==> src/rtl/lsu_mem_ctrl.sv <==
// -----------------------------------------------------------------------------
// lsu_pkg / lsu_mem_ctrl
//
// Sequences one load/store at a time between the MEM pipeline stage and a
// single-port data-memory bus using a req/gnt/rvalid handshake. Generates byte
// enables and lane-replicated store data, formats load data with sign or zero
// extension, and stalls the pipeline until the access completes. An optional
// timeout (TIMEOUT_CYCLES > 0) terminates a hung access with err_o.
//
// Ports:
//   clk, arst_n        clock (rising edge), asynchronous active-low reset
//   req_valid_i        MEM stage holds a memory op
//   lsuop_i            lsu_pkg::lsuop_t encoding; codes 8..31 are no-ops
//   addr_i, wdata_i    byte address, right-aligned store data
//   stall_o            hold pipeline
//   misaligned_o       combinational misalignment flag (IDLE only)
//   rdata_o            formatted load result, held until next completion
//   rdata_valid_o      one-cycle completion pulse
//   err_o              one-cycle timeout pulse, coincident with rdata_valid_o
//   mem_req_o .. mem_wdata_o   bus request side
//   mem_gnt_i, mem_rvalid_i, mem_rdata_i   bus response side
// -----------------------------------------------------------------------------
package lsu_pkg;
    typedef enum logic [4:0] {
        LSU_LB  = 5'd0,
        LSU_LH  = 5'd1,
        LSU_LW  = 5'd2,
        LSU_LBU = 5'd3,
        LSU_LHU = 5'd4,
        LSU_SB  = 5'd5,
        LSU_SH  = 5'd6,
        LSU_SW  = 5'd7
    } lsuop_t;
endpackage

module lsu_mem_ctrl #(
    parameter int unsigned TIMEOUT_CYCLES = 0
) (
    input  logic        clk,
    input  logic        arst_n,
    input  logic        req_valid_i,
    input  logic [4:0]  lsuop_i,
    input  logic [31:0] addr_i,
    input  logic [31:0] wdata_i,
    output logic        stall_o,
    output logic        misaligned_o,
    output logic [31:0] rdata_o,
    output logic        rdata_valid_o,
    output logic        err_o,
    output logic        mem_req_o,
    output logic        mem_we_o,
    output logic [31:0] mem_addr_o,
    output logic [3:0]  mem_be_o,
    output logic [31:0] mem_wdata_o,
    input  logic        mem_gnt_i,
    input  logic        mem_rvalid_i,
    input  logic [31:0] mem_rdata_i
);
    import lsu_pkg::*;

    typedef enum logic [1:0] {S_IDLE, S_REQ, S_WAIT, S_DONE} state_t;

    state_t      state_q, state_d;
    lsuop_t      op_q;
    logic [31:0] addr_q, wdata_q, cnt_q, rdata_q;
    logic        err_q;

    logic        op_valid, op_mis, accept, timeout;
    logic [3:0]  be;
    logic [31:0] lane_wdata, load_fmt;
    logic        is_store;

    // ---- incoming op decode ------------------------------------------------
    always_comb begin
        // NOTE: every signal assigned in always_comb gets a default first so
        // no path leaves it unassigned and no latch is inferred.
        op_valid = (lsuop_i <= 5'd7);
        op_mis   = 1'b0;
        case (lsuop_i)
            LSU_LH, LSU_LHU, LSU_SH: op_mis = addr_i[0];
            LSU_LW, LSU_SW:          op_mis = (addr_i[1:0] != 2'b00);
            default:                 op_mis = 1'b0;
        endcase
    end

    assign accept  = (state_q == S_IDLE) && req_valid_i && op_valid && !op_mis;
    // cnt_q counts cycles already spent in REQ/WAIT, so the access ends on
    // the TIMEOUT_CYCLES-th cycle after entering REQ.
    assign timeout = (TIMEOUT_CYCLES != 0) && (cnt_q == TIMEOUT_CYCLES - 1);

    // ---- store lanes / byte enables from the latched op ---------------------
    always_comb begin
        be         = 4'b1111;
        lane_wdata = 32'h0;
        is_store   = 1'b0;
        case (op_q)
            LSU_SB: begin
                be         = 4'b0001 << addr_q[1:0];
                lane_wdata = {4{wdata_q[7:0]}};
                is_store   = 1'b1;
            end
            LSU_SH: begin
                be         = 4'b0011 << {addr_q[1], 1'b0};
                lane_wdata = {2{wdata_q[15:0]}};
                is_store   = 1'b1;
            end
            LSU_SW: begin
                lane_wdata = wdata_q;
                is_store   = 1'b1;
            end
            default: ;
        endcase
    end

    // ---- load formatting from the raw bus word ------------------------------
    always_comb begin
        logic [31:0] shifted;
        logic [15:0] half;
        shifted  = mem_rdata_i >> {addr_q[1:0], 3'b000};
        half     = addr_q[1] ? mem_rdata_i[31:16] : mem_rdata_i[15:0];
        load_fmt = 32'h0;
        case (op_q)
            LSU_LB:  load_fmt = {{24{shifted[7]}}, shifted[7:0]};
            LSU_LBU: load_fmt = {24'h0, shifted[7:0]};
            LSU_LH:  load_fmt = {{16{half[15]}}, half};
            LSU_LHU: load_fmt = {16'h0, half};
            LSU_LW:  load_fmt = mem_rdata_i;
            default: load_fmt = 32'h0;
        endcase
    end

    // ---- FSM: state register ------------------------------------------------
    always_ff @(posedge clk or negedge arst_n) begin
        // NOTE: sequential state always uses non-blocking (<=) so every
        // register samples pre-edge values regardless of statement order.
        if (!arst_n) state_q <= S_IDLE;
        else         state_q <= state_d;
    end

    // ---- FSM: next state ----------------------------------------------------
    always_comb begin
        state_d = state_q;
        case (state_q)
            S_IDLE: if (accept) state_d = S_REQ;
            S_REQ: begin
                if (timeout)        state_d = S_DONE;
                else if (mem_gnt_i) state_d = S_WAIT;
            end
            // A real response takes precedence over a coincident timeout.
            S_WAIT: if (mem_rvalid_i || timeout) state_d = S_DONE;
            S_DONE: state_d = S_IDLE;
            default: state_d = S_IDLE;
        endcase
    end

    // ---- FSM: outputs -------------------------------------------------------
    always_comb begin
        stall_o       = accept || (state_q == S_REQ) || (state_q == S_WAIT);
        misaligned_o  = (state_q == S_IDLE) && req_valid_i && op_mis;
        rdata_o       = rdata_q;
        rdata_valid_o = (state_q == S_DONE);
        err_o         = (state_q == S_DONE) && err_q;
        mem_req_o     = 1'b0;
        mem_we_o      = 1'b0;
        mem_addr_o    = 32'h0;
        mem_be_o      = 4'b0000;
        mem_wdata_o   = 32'h0;
        if (state_q == S_REQ) begin
            mem_req_o   = 1'b1;
            mem_we_o    = is_store;
            mem_addr_o  = {addr_q[31:2], 2'b00};
            mem_be_o    = be;
            mem_wdata_o = lane_wdata;
        end
    end

    // ---- datapath registers -------------------------------------------------
    always_ff @(posedge clk or negedge arst_n) begin
        if (!arst_n) begin
            // NOTE: every datapath register is reset so an abandoned access
            // leaves no stale op, result or error flag behind.
            op_q    <= LSU_LB;
            addr_q  <= 32'h0;
            wdata_q <= 32'h0;
            cnt_q   <= 32'h0;
            rdata_q <= 32'h0;
            err_q   <= 1'b0;
        end else begin
            if (accept) begin
                op_q    <= lsuop_t'(lsuop_i);
                addr_q  <= addr_i;
                wdata_q <= wdata_i;
                cnt_q   <= 32'h0;
                err_q   <= 1'b0;
            end else if (state_q == S_REQ || state_q == S_WAIT) begin
                cnt_q <= cnt_q + 32'd1;
            end

            if (state_q == S_WAIT && mem_rvalid_i) begin
                rdata_q <= load_fmt;
                err_q   <= 1'b0;
            end else if ((state_q == S_REQ || state_q == S_WAIT) && timeout) begin
                rdata_q <= 32'h0;
                err_q   <= 1'b1;
            end
        end
    end

endmodule

==> config.mk <==
export PLATFORM = sky130hd
export DESIGN_NAME = lsu_mem_ctrl
export DESIGN_NICKNAME = d
export VERILOG_FILES = /design/src/rtl/lsu_mem_ctrl.sv
export SDC_FILE = /design/constraint.sdc
export NUM_CORES = 1
export LEC_CHECK = 0
export CAP_MARGIN = 20
export CORE_UTILIZATION = 40
export CTS_BUF_LIST = sky130_fd_sc_hd__clkbuf_16
export CTS_CLUSTER_SIZE = 14
export DETAILED_ROUTE_END_ITERATION = 7
export GPL_TIMING_DRIVEN = 0
export PLACE_DENSITY = 0.77
export RECOVER_POWER = 100
export SYNTH_ARGS = -nofsm -noshare
export SYNTH_HDL_FRONTEND = slang
export SYNTH_SLANG_ARGS = --single-unit
==> constraint.sdc <==
create_clock -name clk -period 4.5 [get_ports clk]
set_input_delay 1.35 -clock clk [delete_from_list [all_inputs] [get_ports clk]]
set_output_delay 1.35 -clock clk [all_outputs]
set_load 0.02 [all_outputs]
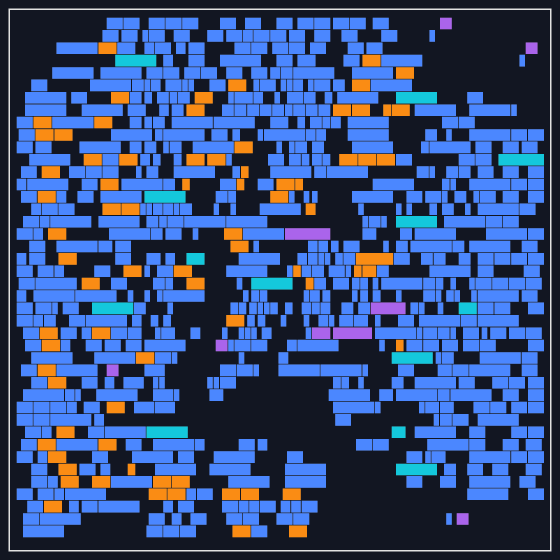
(sizing map)
_0 and _1 cells -> blue  # cells 623, share 86%
_2 cells -> orange  # cells 76, share 11%
_6 and larger -> cyan  # cells 13, share 1.8%
_3 and _4 cells -> purple  # cells 9, share 1.2%
P&R area growth vs syn: 47.02%
Final Worst Setup Slack: 156.2 ps

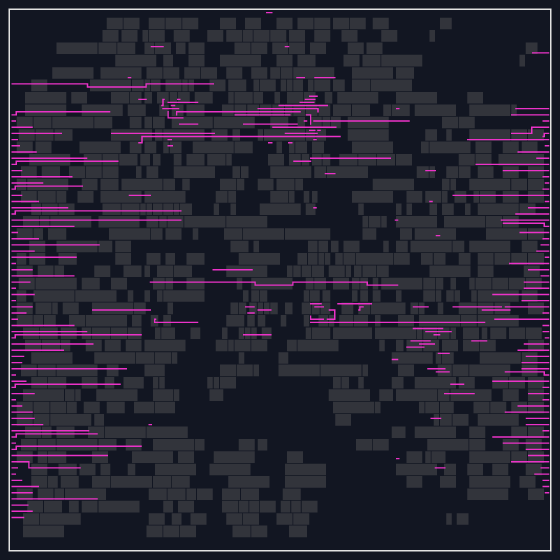
(met3 routing)
nets with wire on the layer = 180
share of all routed wire = 9.2%
longest straight run = 43.5 um
main direction = horizontal
M3 GR Usage: 0.07529
Vias: 4,952

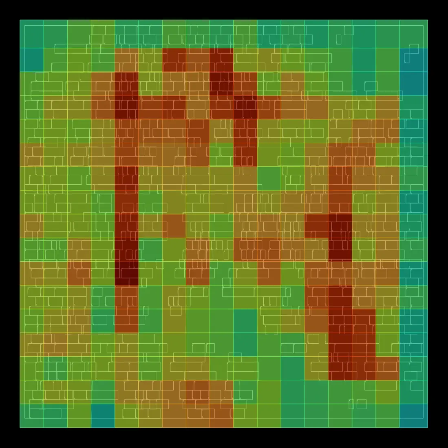
(routing congestion map)
Core Util, Final: 0.6033
global-route layer with the greatest usage: met2

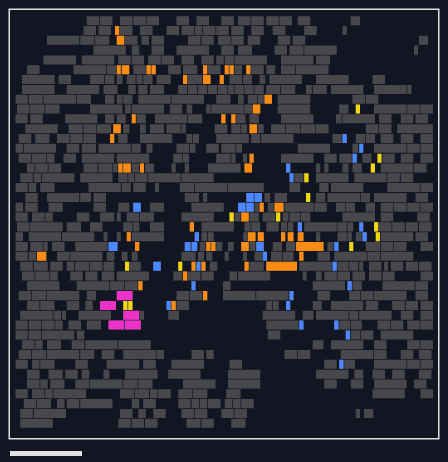
(logic cells by family)
Scale bar: 20 um.
NAND gates -> blue  # cells 32
adder and majority cells -> magenta  # cells 5
inverters -> yellow  # cells 14
NOR gates -> orange  # cells 51
most numerous logic cell after layout: clkdlybuf4s50_1
Non-Filler Instances: 897
Comb/total area: 0.3251

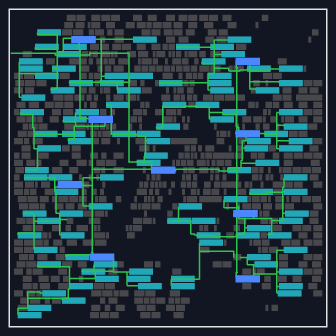
(clock distribution)
clock wires -> green  # length 1,270 um
flip-flops -> cyan  # count 103
clock drivers -> blue  # count 9
routed clock nets = 10
flops lie = all over the die
Final Skew: 9.317 ps
Clk pwr share: 0.147
Clk. pwr: 720 uW

==> results.toml <==
# generated from flow reports
[run_status]
status = "finished, violations left"
violations = "max-capacitance violations, max-slew violations"

[power]
switchingPower_uw = 1997
p_sw_frac = 0.4080
seq-power_uw = 1650
pg_comb_uw = 2520
p_per_area_nw_per_um2 = 612.6

[run]
openroad.warnings = 30
maxCapViolations = 1

[die]
fp-utilization = 0.4103

[timing]
fin_crit_sh = 0.9653
relSlewSlack = -0.3306
drv_slew = 36
setup-tns-final_ps = 0

[critical_path]
worstSetupStartpointType = "flop"
cp.required_ps = 3150
r2r-start = "state_q[0]"
worstSetupPathType = "reg2out"

[cells_and_area]
design.seq.count = 103
nNonClkInverters = 14
buffer_area_frac = 0.2850
flop_area_sq_um = 2577
seq_area_frac = 0.3226
fill_cells = 1101
largest_class = "logic gates"
fin_area_sq_um = 7989
antenna_cells = 0

[logic_synthesis]
ys_seq_elements = 103
top_area_frac = 0.4743
synth-simple-area-share = 0.1315
top_area_cell = "dfrtp_1"

[min_path]
hp-class = "reg2reg"

[placed_design]
place_hpwl_um = 12610
pre_cts_ws_ps = -422.8

[clock_tree]
cts_buffer_depth = 2
clock-root-buffer = "clkbuf_16"

[routing]
wirelength_um = 16480
drtIter0Drc = 383
drc = 0
drt-met1-wl_um = 6703
vias_per_cell = 5.521

[global_route]
globalRouteMet1Util = 0.2939
antenna_found_initial = 0
grt_overflow = 0
## cells in the mapped netlist (all sizes together) (6+ instances only)
library cell,number
nand2,22
nand2b,6
a221o,16
clkbuf,12
nor2b,11
inv,14
dfrtp,103
nor2,33
a22oi,30
o221ai,7
o21ai,15
a21o,8
a211oi,10
mux2i,9
o211ai,9
and2,40
buf,24
mux2,68
a21oi,25
## registers in the layout, indices dropped and copies added (netlist names)
name / cells
rdata_o: 32
op_q: 5
wdata_q: 32
state_q: 2
addr_q: 32
## how the worst max path moves through the flow
stage / slack, ps / startpoint / to / cells past startpoint
4_1_cts: 7 / lsuop_i[1] / stall_o / 7
2_1_floorplan: 830 / lsuop_i[2] / stall_o / 6
6_report: 160 / op_q[1] / mem_wdata_o[25] / 6
5_1_grt: 30 / op_q[2] / mem_wdata_o[7] / 5
3_3_place_gp: -1790 / arst_n / addr_q[21] / 1
3_5_place_dp: -420 / lsuop_i[0] / stall_o / 7
## placed cells by master, fill, tap and decap left out, drive strengths merged, types with 2 or more instances in the layout
cell and count:
inv 15, o221ai 7, mux2i 9, nor3b 2, a21o 8, dlygate4sd2 3
ha 5, dfrtp 103, nor3 3, buf 14, nand2b 6, and3 2
clkdlybuf4s50 105, a211oi 10, mux2 68, o21ai 15, nor2b 11, nand2 22
a221o 16, and2 40, nor2 33, a22oi 30, dlygate4sd3 99, nand3 2
a21oi 25, clkbuf 34, o211ai 9, conb 3, clkinv 5
## critical path, stage by stage (launching register included)
cell	delay [ps]
dfrtp_1	510
clkbuf_2	370
clkbuf_2	310
buf_2	310
a21oi_1	100
a211oi_1	370
clkdlybuf4s50_1	680
## timing repair
item	4_1_cts	5_1_grt
buffers inserted	0	2
hold buffers	0	0
endpoints found under the setup margin	2	9
gates resized	5	1
Power and IR drop assume default switching activity.
